Fig. 1: run 1, logic cells by family
The bar under the picture is 50 µm long.
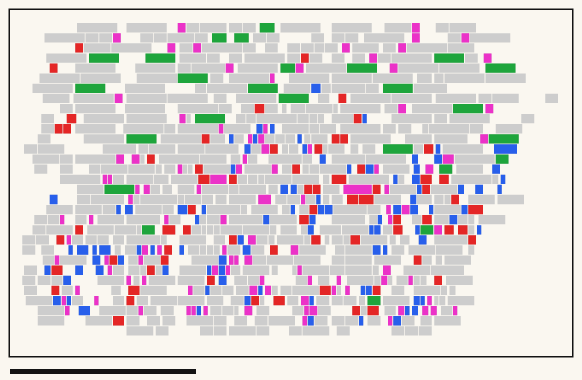
Fig. 2: run 1, cell placement
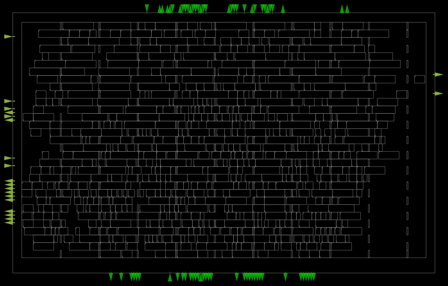
Fig. 3: run 1, clock network drawn from the DEF
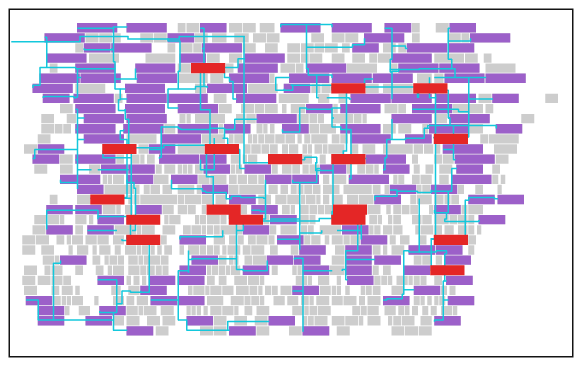
===== config.mk =====
export PLATFORM = sky130hd
export DESIGN_NAME = song_recorder
export DESIGN_NICKNAME = d
export VERILOG_FILES = /design/src/rtl/song_recorder.sv
export SDC_FILE = /design/constraint.sdc
export NUM_CORES = 1
export LEC_CHECK = 0
export CORE_ASPECT_RATIO = 0.6
export CORE_MARGIN = 3
export CORE_UTILIZATION = 56
export DETAILED_ROUTE_END_ITERATION = 10
export PLACE_DENSITY = 0.85
export SLEW_MARGIN = 20
export SYNTH_ARGS = -nofsm -noshare
export SYNTH_HDL_FRONTEND = slang
export SYNTH_SLANG_ARGS = --single-unit

===== constraint.sdc =====
create_clock -name i_clk -period 3.7 [get_ports i_clk]
set_input_delay 0.925 -clock i_clk [delete_from_list [all_inputs] [get_ports i_clk]]
set_output_delay 0.925 -clock i_clk [all_outputs]
set_load 0.02 [all_outputs]

===== src/rtl/song_recorder.sv =====
// song_recorder: turns note / tempo strobes into 16-bit song words, buffers
// them in a small FIFO and writes them to consecutive memory words with a
// REQ/ACK handshake, closing every take with an end marker word.
//
// Ports:
//   i_clk, i_rst_n           clock, synchronous active-low reset
//   i_rec                    record level; rising edge starts a take, falling ends it
//   i_note_stb, i_mode,
//   i_tone, i_note           note strobe and its fields
//   i_bpm_stb, i_bpm         tempo strobe and value
//   i_stop                   end-of-take pulse
//   o_mem_req, o_mem_addr,
//   o_mem_data, i_mem_ack    memory write handshake
//   o_busy, o_full, o_err,
//   o_words, o_done          status
module song_recorder #(
  parameter logic [22:0] BASE_ADDR  = 23'h000000,
  parameter logic [22:0] MAX_ADDR   = 23'h7FFFFF,
  parameter int          FIFO_DEPTH = 4
) (
  input  logic        i_clk,
  input  logic        i_rst_n,
  input  logic        i_rec,
  input  logic        i_note_stb,
  input  logic [1:0]  i_mode,
  input  logic [5:0]  i_tone,
  input  logic [3:0]  i_note,
  input  logic        i_bpm_stb,
  input  logic [7:0]  i_bpm,
  input  logic        i_stop,
  output logic        o_mem_req,
  output logic [22:0] o_mem_addr,
  output logic [15:0] o_mem_data,
  input  logic        i_mem_ack,
  output logic        o_busy,
  output logic        o_full,
  output logic        o_err,
  output logic [15:0] o_words,
  output logic        o_done
);
  localparam int          PW       = (FIFO_DEPTH > 1) ? $clog2(FIFO_DEPTH) : 1;
  localparam logic [PW:0] DEPTH_C  = (PW+1)'(FIFO_DEPTH);
  // Words that may be accepted so the end marker still fits at MAX_ADDR.
  localparam logic [22:0] CAP      = MAX_ADDR - BASE_ADDR;
  localparam logic [15:0] END_MARK = 16'hC000;

  typedef enum logic [2:0] {S_IDLE, S_RECORD, S_DRAIN, S_TERM, S_DONE} state_t;

  state_t        r_state, w_next;
  logic          r_rec_d;
  logic [15:0]   r_fifo [FIFO_DEPTH];
  logic [PW-1:0] r_wptr, r_rptr;
  logic [PW:0]   r_count;
  logic [22:0]   r_acc;
  logic          r_mem_req;
  logic [22:0]   r_mem_addr;
  logic [15:0]   r_mem_data;
  logic          r_err;
  logic [15:0]   r_words;

  logic        w_rise, w_fall, w_start, w_ack, w_full, w_stb;
  logic        w_ok, w_enq, w_pop, w_cap_rej, w_rej;
  logic [15:0] w_word;

  always_comb begin
    w_rise    = i_rec & ~r_rec_d;
    w_fall    = ~i_rec & r_rec_d;
    w_start   = (r_state == S_IDLE) & w_rise;
    w_ack     = r_mem_req & i_mem_ack;
    w_full    = (r_count == DEPTH_C);
    w_stb     = (r_state == S_RECORD) & (i_note_stb | i_bpm_stb);
    // BPM wins a same-cycle collision; the note is dropped with an error.
    w_word    = i_bpm_stb ? {2'b11, 6'b000000, i_bpm} : {i_mode, i_tone, 4'b0000, i_note};
    w_ok      = i_bpm_stb ? (i_bpm != 8'd0) : (i_mode != 2'b11);
    w_cap_rej = w_stb & w_ok & ~w_full & (r_acc >= CAP);
    w_enq     = w_stb & w_ok & ~w_full & ~(r_acc >= CAP);
    w_rej     = w_stb & (~w_ok | w_full | w_cap_rej | (i_note_stb & i_bpm_stb));
    // The end marker is never in the FIFO, so its ack must not pop.
    w_pop     = w_ack & (r_state != S_TERM);
  end

  // State register
  always_ff @(posedge i_clk) begin
    if (!i_rst_n) r_state <= S_IDLE;
    else          r_state <= w_next;
  end

  // Next state
  always_comb begin
    w_next = r_state;
    case (r_state)
      S_IDLE:   if (w_rise) w_next = S_RECORD;
      S_RECORD: if (i_stop | w_fall | w_cap_rej) w_next = S_DRAIN;
      S_DRAIN:  if ((r_count == '0) && !r_mem_req) w_next = S_TERM;
      S_TERM:   if (w_ack) w_next = S_DONE;
      S_DONE:   if (!i_rec) w_next = S_IDLE;
      default:  w_next = S_IDLE;
    endcase
  end

  // State-decoded outputs
  always_comb begin
    o_busy = (r_state == S_RECORD) | (r_state == S_DRAIN) | (r_state == S_TERM);
    o_done = (r_state == S_DONE);
  end

  // FIFO storage needs no reset; the pointers define what is valid.
  always_ff @(posedge i_clk) begin
    if (w_enq) r_fifo[r_wptr] <= w_word;
  end

  always_ff @(posedge i_clk) begin
    if (!i_rst_n) begin
      r_rec_d    <= 1'b0;
      r_wptr     <= '0;
      r_rptr     <= '0;
      r_count    <= '0;
      r_acc      <= '0;
      r_mem_req  <= 1'b0;
      r_mem_addr <= BASE_ADDR;
      r_mem_data <= 16'h0000;
      r_err      <= 1'b0;
      r_words    <= 16'h0000;
    end else begin
      r_rec_d <= i_rec;
      if (w_start) begin
        r_wptr     <= '0;
        r_rptr     <= '0;
        r_count    <= '0;
        r_acc      <= '0;
        r_mem_req  <= 1'b0;
        r_mem_addr <= BASE_ADDR;
        r_err      <= 1'b0;
        r_words    <= 16'h0000;
      end else begin
        if (w_rej) r_err <= 1'b1;
        if (w_enq) begin
          r_wptr <= r_wptr + PW'(1);
          r_acc  <= r_acc + 23'd1;
        end
        if (w_pop) r_rptr <= r_rptr + PW'(1);
        r_count <= r_count + {{PW{1'b0}}, w_enq} - {{PW{1'b0}}, w_pop};
        // Writer: the FIFO head stays queued until acked. When the FIFO is
        // empty the incoming word is forwarded so REQ rises one edge after
        // the strobe.
        if (w_ack) begin
          r_mem_req  <= 1'b0;
          r_mem_addr <= r_mem_addr + 23'd1;
          if (r_words != 16'hFFFF) r_words <= r_words + 16'd1;
        end else if (!r_mem_req) begin
          if (((r_state == S_RECORD) || (r_state == S_DRAIN)) && ((r_count != '0) || w_enq)) begin
            r_mem_req  <= 1'b1;
            r_mem_data <= (r_count != '0) ? r_fifo[r_rptr] : w_word;
          end else if (r_state == S_TERM) begin
            r_mem_req  <= 1'b1;
            r_mem_data <= END_MARK;
          end
        end
      end
    end
  end

  assign o_mem_req  = r_mem_req;
  assign o_mem_addr = r_mem_addr;
  assign o_mem_data = r_mem_data;
  assign o_full     = w_full;
  assign o_err      = r_err;
  assign o_words    = r_words;
endmodule


==> qor.yml, run 1 <==
status:
  run_status: "finished clean"
final_timing:
  rsz0062_at_grt: "false"
  finalCritPeriodShare_pct: 92.5
  relSlewSlack_pct: 23.3
  tightest_slew_ns: 1.14
  drv_slew: 0
  fin_ws_ns: 0.278
  hold_viol_final: 0
  fin_crit_ns: 3.42
  timing.hold.ws_ns: 0.486
  fin_worst_skew_ns: 0.0114
  fmax_mhz: 292
  setup-tns-final_ns: 0
  finalSetupViolations: 0
setup_path:
  r2r_slack_ns: 0.55
  end_kind: "flip-flop"
  crit_path_start_kind: "input port"
  required_ns: 4.00
  cp_top_family: "simple AND/OR/NAND/NOR gates"
  cp_max_fo: 3
  crit-reg2reg-launch: "r_acc[0]$_SDFFE_PP0P_"
  critPathMaxStageDelay_ns: 0.66
  slowest_stage: "or4_1"
  crit_type: "in -> reg"
  worst_r2r_path_depth: 12
  crit_chain: "clkdlybuf4s50_1, or4_1, nor3_1, nor2_1, nand2_1, ha_1, inv_1, ha_1, fa_1, xnor2_1, xnor2_1, nor2_1"
  rr_endpoint: "r_count[2]$_SDFF_PP0_"
  critPathBufInv: 2
  crit_start: "i_bpm[5]"
  cp.arrival_ns: 3.72
clock_network:
  clkSinkCount: 157
  clk_latency_ns: 0.43
  cts-root-buf: "clkbuf_16"
  cts_setup_buffers: 0
  cts_made_buffers: 17
  cts.reportedPaths.clkPinSlew_ns: 0.07
  cts-resized-gates: 0
  cts_tree: "done"
  ctsHoldBuffers: 0
  htree_levels: 4
  clockBufferDepth: 2
pwr:
  power_frac_seq_pct: 45.4
  power_switching_uw: 1240
  combinationalPowerShare_pct: 14.1
  ir_drop_mv: 0.408
  power_frac_clock_pct: 40.5
  internal_power_uw: 3040
  pg_comb_uw: 602
  powerDensity_nw_per_um2: 490
  p_seq_uw: 1940
  p_sw_share_pct: 28.9
  power.total_uw: 4280
  power.group.top: "registers"
  p_leak_uw: 0.00292
  p_clk_uw: 1730
global_routing:
  grt_max_degree: 44
  grt_usage_pct: 25.8
  grt_pass1_wl_um: 28700
  first_global_vias: 5600
  overflow: 0
  antenna_found_initial: 0
floorplan:
  die_y_um: 93.2
  fp_util_pct: 58.1
  fp.coreArea_um2: 12200
  die-area_um2: 14100
  die_w_um: 151
  io_pins: 87
logic_synthesis:
  simple_gate_share_pct: 20.5
  mux_area_share_pct: 6.42
  largest_area_cell: "edfxtp_1"
  async_reset_ff_share_pct: 0
  synthAoiAreaFrac_pct: 10.3
  postSynthAreaPerCell_um2: 11.0
  ys_cells: 645
  yosys_most_used_dff: "dfxtp_1"
  netlist_area_um2: 7090
  syn_nets: 682
  xor_share_pct: 4.45
  synth_seq_share_pct: 53.3
  syn_inst: 645
  synthTopCellsByArea: "edfxtp_1, dfxtp_1, mux4_2"
  edf_count: 64
  synth_flop_count: 157
  ys_top_logic_family: "simple AND/OR/NAND/NOR gates"
  top_cell_area_share_pct: 27.1
  yosys_area_um2: 7090
  adder_share_pct: 1.87
  ys_types: 61
  synth_warnings: 0
min_path:
  min_path_cells: 2
  whs_endpoint: "o_mem_addr[22]$_SDFFE_PP0P_"
  hp-class: "reg -> reg"
  hp-start: "o_mem_addr[22]$_SDFFE_PP0P_"
cells_and_area:
  diodes: 0
  postLayoutCellArea_um2: 8740
  final_core_util_pct: 71.5
  layout-drive-gt1-share_pct: 11.2
  nFillCells: 786
  comb_area_um2: 3110
  fin_nets: 766
  seq_area_um2: 3780
  syn_to_final_growth_pct: 23.2
  final_cell_mix: "dfxtp_1, clkdlybuf4s50_1, edfxtp_1"
drt:
  post_drt_wl_per_cell_um: 19.6
  routed_wl_um: 17800
  first_iter_violations: 519
  via_per_inst: 6.29
  drc: 0
  vias: 5707
  drtAntennaViolNets: 0
  firstDrtPassIters: 6
placement:
  postPlaceCellArea_um2: 8140
  port_buffers: 86
  gp_congestion: 0.854
  numPlacedInstances: 875
  place_ws_ns: -0.129
  hpwlAfterDp_um: 11800
flow_run:
  log.warning_count: 29
  maxCapViolCount: 0
Notes on Fig. 1 above:
family	color	cells
NOR gates	magenta	102
AND and OR gates	red	67
multiplexers	green	25
NAND gates	blue	92
Cell Count, Final, Fillers Out: 907
Commonest Layout Cell: dfxtp_1
Comb/total area: 35.6%

Notes on Fig. 2 above:
Seq/total area: 43.3%
Rows: 31
tap cells: 165

Notes on Fig. 3 above:
[flip-flops] purple | count: 157
[clock wires] cyan | length: 1740 µm
[cells driving clock nets] red | count: 17
routed clock nets	18

==> run 1: state kept, by name, summed over array words and instances (netlist names), named ones only <==
name / flops
o_words: 16
r_acc: 23
o_mem_addr: 23
r_rptr: 2
r_count: 3
o_mem_data: 16
r_state: 3
r_wptr: 2
o_mem_req: 1
r_fifo: 64
o_err: 1
r_rec_d: 1
==> run 1: metal layers <==
metal / track usage [%] / up-vias / part of all wire [%]
met4: 7.62 / 0 / 1.5
met2: 41.7 / 230 / 49
met5: 0 / - / 0
met3: 4.60 / 32 / 6.1
li1: - / 2606 / -
met1: 35.9 / 2839 / 44
==> run 1: cell type report <==
| class | instances | area share [%] |
|---|---|---|
| repair buffers | 102 | 11.2 |
| multi-input cells | 435 | 35.6 |
| well taps | 165 | 2.36 |
| flip-flops and latches | 157 | 43.3 |
| clock buffers | 17 | 4.87 |
| clock inverters | 15 | 1.98 |
| inverters | 16 | 0.687 |
==> run 1: cell usage after synthesis, types with 9 or more instances <==
cell and instances:
a21oi_1 27, a221o_1 14, and2_1 10, and3_1 18, clkbuf_1 26, dfxtp_1 93, edfxtp_1 64, ha_1 9
inv_1 16, mux4_2 16, nand2_1 39, nand3_1 24, nand4_1 17, nor2_1 53, nor2b_1 20, nor3_1 13
nor4_1 12, o21ai_0 20, o31ai_1 12, or3_1 12, or4_1 11, xnor2_1 20, xor2_1 16
==> run 1: how the worst max path moves through the flow <==
stage	to	slack [ns]	depth (start not counted)
4_1_cts	r_count[2]$_SDFF_PP0_	0.30	12
5_1_grt	r_count[2]$_SDFF_PP0_	0.17	12
2_1_floorplan	r_count[2]$_SDFF_PP0_	0.38	11
3_5_place_dp	r_count[2]$_SDFF_PP0_	-0.13	12
6_report	r_count[2]$_SDFF_PP0_	0.28	12
3_3_place_gp	r_count[2]$_SDFF_PP0_	0.06	12
==> inputs of run 2 (changes only) <==
--- a/config.mk
+++ b/config.mk
@@ -7,9 +7,10 @@
 export LEC_CHECK = 0
 export CORE_ASPECT_RATIO = 0.6
 export CORE_MARGIN = 3
-export CORE_UTILIZATION = 56
+export CORE_UTILIZATION = 58
+export CTS_BUF_LIST = sky130_fd_sc_hd__clkbuf_4 sky130_fd_sc_hd__clkbuf_8
 export DETAILED_ROUTE_END_ITERATION = 10
-export PLACE_DENSITY = 0.85
+export PLACE_DENSITY = 0.88
 export SLEW_MARGIN = 20
 export SYNTH_ARGS = -nofsm -noshare
 export SYNTH_HDL_FRONTEND = slang
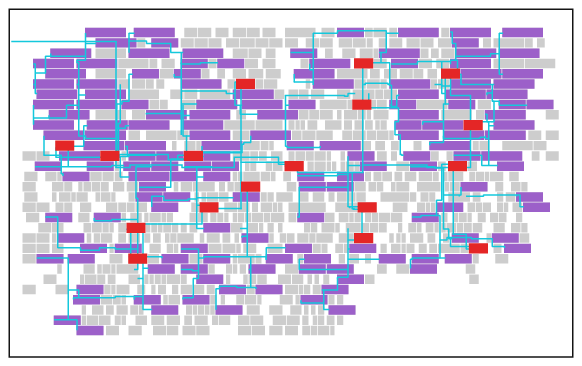
Fig. 4. Clock network drawn from the DEF (run 2).
[flip-flops] purple | count: 157
[cells driving clock nets] red | count: 17
[clock wires] cyan | length: 1780 µm
routed clock nets	18
flops lie	all over the die
final setup skew: 0.0137 ns
clk_lat worst skew: 0.47 ns
Clk. pwr: 1280 µW

==> run 2 against run 1 <==
Against the previous run: synthesized area did not move; routed wire length fell by 2.6%; worst hold slack improved by 0.011 ns; design area fell by 2.0%; combinational power barely moved; sequential cell count did not move; non-clock buffer count rose by 2; clock power fell by 26%; count of clock-buffer cells in the layout did not move; critical endpoint unchanged; largest cell class unchanged; largest power group unchanged; highest routed layer unchanged.
==> qor.yml, run 2 <==
setup_path:
  critPathCapture: "r_count[2]$_SDFF_PP0_"
  worst_r2r_path_depth: 12
  end_kind: "flip-flop"
  critPathMaxStageDelay_ns: 0.59
  r2r_slack_ns: 0.61
  crit_chain: "clkdlybuf4s50_1, or4_1, nor3_1, nor2_1, nand2_1, ha_1, inv_1, ha_1, fa_1, xnor2_1, xnor2_1, nor2_1"
  cp.arrival_ns: 3.72
  cp_max_fo: 3
logic_synthesis:
  synth_seq_share_pct: 53.3
  syn_inst: 645
  largest_area_cell: "edfxtp_1"
  synthTopCellsByArea: "edfxtp_1, dfxtp_1, mux4_2"
  synthAoiAreaFrac_pct: 10.3
  top_cell_area_share_pct: 27.1
  adder_share_pct: 1.87
  ys_cells: 645
  mux_area_share_pct: 6.42
  yosys_area_um2: 7090
  ys_types: 61
  simple_gate_share_pct: 20.5
  netlist_area_um2: 7090
  most_common_cell: "dfxtp_1"
placement:
  numPlacedInstances: 872
  port_buffers: 86
cells_and_area:
  final_cell_mix: "dfxtp_1, clkdlybuf4s50_1, edfxtp_1"
  layout.cells.most_common: "dfxtp_1"
  layout-drive-gt1-share_pct: 11.6
  largest_reg_flops: 64
  top_register: "r_fifo"
clock_network:
  htree_levels: 4
  clkSinkCount: 157
  ctsHoldBuffers: 0
  cts.reportedPaths.clkPinSlew_ns: 0.09
  cts_tree: "done"
  cts_made_buffers: 17
  cts-resized-gates: 0
  cts_setup_buffers: 0
drt:
  post_drt_wl_per_cell_um: 19.1
  drc: 0
  routed_wl_um: 17300
  first_iter_violations: 538
  vias: 5593
final_timing:
  finalCritPeriodShare_pct: 91.0
  fin_crit_ns: 3.37
  tightest_slew_ns: 0.946
  drv_slew: 0
  fmax_mhz: 297
  rsz0062_at_grt: "false"
  hold_viol_final: 0
min_path:
  hp-class: "reg -> reg"
  hp-start: "r_acc[20]$_SDFFE_PP0P_"
  whs_endpoint: "r_acc[20]$_SDFFE_PP0P_"
floorplan:
  num_rows: 30
  die-area_um2: 13600
  io_pins: 87
  fp_util_pct: 61.2
  die_w_um: 149
pwr:
  power.total_uw: 3820
  p_leak_uw: 0.00285
  power_frac_seq_pct: 50.9
  p_sw_share_pct: 30.8
  combinationalPowerShare_pct: 15.7
  powerDensity_nw_per_um2: 446
  internal_power_uw: 2640
global_routing:
  antenna_found_initial: 0
  first_global_vias: 5489
  grt_usage_pct: 25.7
  grt_max_degree: 44
flow_run:
  log.warning_count: 29
  maxCapViolCount: 0
status:
  run_status: "finished clean"
[run 2: logic make-up after synthesis]
family          count (synthesis)
simple gates                  261
flops                         157
compound gates                103
buf+inv                        53
xor+xnor                       36
mux                            25
fa+ha+maj                      10
[run 2: final cells by class]
class | count | area (µm²) | area share [%]
repair buffers | 104 | 996 | 11.6
clock inverters | 15 | 178 | 2.07
clock buffers | 17 | 234 | 2.73
multi-input cells | 435 | 3110 | 36.3
flip-flops and latches | 157 | 3780 | 44.2
well taps | 160 | 200 | 2.34
inverters | 16 | 60.1 | 0.701
[run 2: metrics by stage]
step           util [%]  hold slack, ns  TNS [ns]  cell area (µm²)  worst slack, ns
2_1_floorplan         -           0.443         0             7090            0.382
3_3_place_gp       70.2           0.462         0             8150           0.0835
3_5_place_dp       70.3           0.472   -0.0776             8150          -0.0776
4_1_cts            73.8           0.493         0             8560            0.314
5_1_grt            73.8           0.514         0             8560            0.195
6_report           73.8           0.497         0             8560            0.331
[run 2: worst max-delay path, delay by kind of cell]
kind | cells | cell delay, ns
AND/OR/NAND/NOR | 5 | 1.20
buffers and inverters | 2 | 0.50
XOR/XNOR | 2 | 0.35
adder cells (fa/ha/maj) | 3 | 0.74
[run 2: power groups by stage]
stage          logic (µW)  registers [µW]  clock network, µW
3_5_place_dp          582            1980                  0
4_1_cts               590            1940               1290
6_report              599            1940               1280
2_1_floorplan         341            1990                  0
3_3_place_gp          555            1970                  0
5_1_grt               638            1950               1360
[run 2: routing by layer]
metal	up-vias	wire length, µm	global-route usage (%)
met5	-	0	0
met3	30	1410	5.38
met4	0	223	9.06
li1	2593	-	-
met1	2711	7490	36.6
met2	259	8170	39.4
No activity file was given, so power comes from the tool's default toggle rates.
